==> config.mk <==
export PLATFORM = sky130hd
export DESIGN_NAME = floatingpoint_multiplier
export DESIGN_NICKNAME = d
export VERILOG_FILES = /design/src/rtl/floatingpoint_multiplier.sv
export SDC_FILE = /design/constraint.sdc
export NUM_CORES = 1
export LEC_CHECK = 0
export CORE_MARGIN = 3
export CORE_UTILIZATION = 45
export DETAILED_ROUTE_END_ITERATION = 8
export GPL_ROUTABILITY_DRIVEN = 1
export PLACE_DENSITY = 0.65
export SLEW_MARGIN = 20
export SYNTH_ARGS = -nofsm -noshare
export SYNTH_HDL_FRONTEND = slang
export SYNTH_SLANG_ARGS = --single-unit
==> constraint.sdc <==
create_clock -name clk_i -period 4.5 [get_ports clk_i]
set_input_delay 0.675 -clock clk_i [delete_from_list [all_inputs] [get_ports clk_i]]
set_output_delay 0.675 -clock clk_i [all_outputs]
set_load 0.01 [all_outputs]
Figure 1. A small window of the routed layout.
The bar under the picture is 5 um long. Region (70, 103) to (90, 123) um. Cells in grey, sequential cells in the stronger grey; small squares are vias.
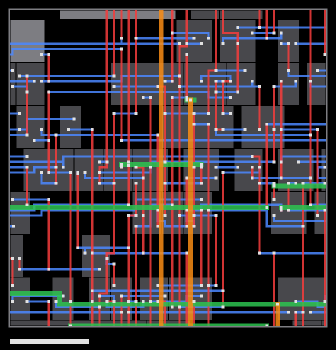
Key: green = metal 3; orange = metal 4; blue = metal 1; red = metal 2
Most frequent: o21ai_0 (4), nor2_1 (4). 32 logic cells have their middle in the window. Sequential cells in the window: 0.

Figure 2. I/O pins on the die edge.
The bar under the picture is 50 um long. Pins as bars across the die edge, other pins in grey.
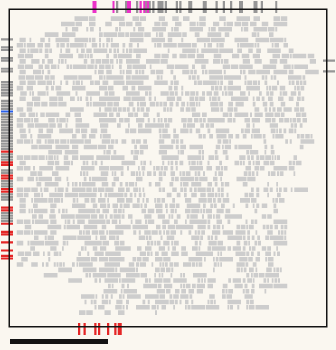
Key: red = `f1` [pins 24, direction input, edge 16 west, 8 south]; blue = `s1` [pins 1, direction input, edge west]; magenta = `e3` [pins 8, direction output, edge north]
Port-buffer cells: 105
floorplan die height: 160.8 um
Die Wd: 160.8 um

==> run summary <==
Notes from the flow run.

Run status:
- The flow ran to the end, and the final reports show no timing, DRC or antenna violations.

Drt:
- The detail route stage leaves a number of antenna-violating nets equal to 0.

Layout:
- The run puts the storage element area at 2985 um2.
- The run puts the net count reported at finish at 1601.
- In the final layout, the fill cell count is 2296.

Final timing:
- The run puts the number of endpoints with negative hold slack in the final report at 0.
- The clock period could shrink to 4.300 ns.
- The run puts the sum of negative setup slack at 0 ns.
- In the finished design, the share of the clock period the worst path needs comes to 95.56%.
- In the final report, the number of endpoints failing setup comes to 0.

Pwr:
- The run gives the static leakage as 4.944 nW.
- The run gives the relative contribution of the clock network to total power as 28.4%.
- The switching component of the power was reported as 1.960 mW.
- The run puts the sequential power share at 33.2%.

Synthesis:
- The run gives the number of distinct library cells after synthesis as 75.
- Among all flip-flop cells after synthesis, the most frequent one is dfxtp_1.
- The run puts the async set-reset flop share out of synthesis at 0%.
- The run gives the simple-gate portion of the synthesized area as 21.33%.

Worst setup path:
- Per STA, the worst path accumulates the most delay in the family simple AND/OR/NAND/NOR gates.
- The slowest stage of the critical path belongs to the cell dfxtp_2.
- Per the OpenROAD timing report, the critical path contains 15 cells.
- The run gives the flop-to-flop setup slack as 0.20 ns.
- Per STA, the library cell used most along the worst path is a21oi_1.
- The run puts the worst reg-to-reg path cell count at 15.
- The run gives the worst path required time as 4.80 ns.
- In this run the critical path is formed by buf_6 -> buf_4 -> mux2_2 -> nand2b_1 -> mux2_2 -> a21oi_1 -> ha_1 -> nand2_1 -> a21oi_1 -> a21boi_0 -> o2111ai_1 -> and3_1 -> or4_1 -> nand3_1 -> a21oi_1.

Global routing:
- The run gives the overflow left after global routing as 0.
- The run puts the met2 track utilization from global routing at 38.34%.
- The number of antenna violations at the first check in global routing came to 0.
- On met1, the global router reports a usage of 32.96%.

Floorplanning:
- The run puts the area of the placeable core at 23540 um2.

Placement:
- The run puts the sum of net half-perimeters after detailed placement at 24.13 mm.

Clock network:
- The run puts the number of buffers created by CTS at 17.
- The run puts the maximum number of buffers from clock root to sink at 2.
- The run gives the clock root buffer as clkbuf_16.

Run:
- In this run the maximum-capacitance check reported violations numbering 0.

Worst hold path:
- According to the hold report, the worst path is of the reg -> reg type.
==> cell type report <==
type / instances / share of cell area [%]
tap: 319 / 3.093
inverter: 25 / 0.7272
timing repair buffer: 162 / 11.66
clock buffer: 19 / 3.433
clock inverter: 13 / 1.067
multi-input combinational: 1106 / 56.88
sequential: 149 / 23.14
==> power by group through the flow <==
stage               registers [mW]  logic [mW]  clock network (mW)
CTS                           1.68        1.93                1.47
global placement              1.70        1.90                   0
finish                        1.68        1.95                1.44
global route                  1.72        2.15                1.51
floorplan                     1.65        1.43                   0
detailed placement            1.71        1.91                   0
==> through the flow <==
step	worst slack, ns	utilization [%]	cells
after floorplan	0.3488	-	1374
after global placement	0.1704	52.23	1761
after detailed placement	0.07101	52.23	1761
after CTS	0.04085	54.69	1793
after global routing	0.006881	54.81	1793
final	0.1999	54.81	1793
==> synth_stat cells (4+ instances only) <==
master	number	area share (%)
a211oi_1	38	2.6
a21o_1	27	1.9
a21oi_1	134	6.2
a22oi_1	25	1.7
a31o_2	4	0.32
a31oi_1	17	0.99
and2_1	11	0.64
and3_1	14	0.81
buf_1	21	0.73
buf_2	13	0.60
clkbuf_1	55	1.9
dfxtp_1	149	28
ha_1	69	8.0
inv_1	25	0.87
mux2_2	39	4.1
mux2i_1	59	5.5
mux4_2	10	2.1
nand2_1	192	6.7
nand2b_1	10	0.58
nand3_1	47	2.2
nand4_1	21	1.2
nor2_1	123	4.3
nor2b_1	6	0.35
nor3_1	21	0.97
nor4_1	15	0.87
o211ai_1	8	0.56
o21ai_0	59	2.7
o21ai_1	4	0.19
o21bai_1	13	0.91
o22ai_1	12	0.70
o31ai_1	7	0.49
or3_1	14	0.81
xnor2_1	30	2.4
xor2_1	13	1.1
No activity file was given, so power comes from the tool's default toggle rates.
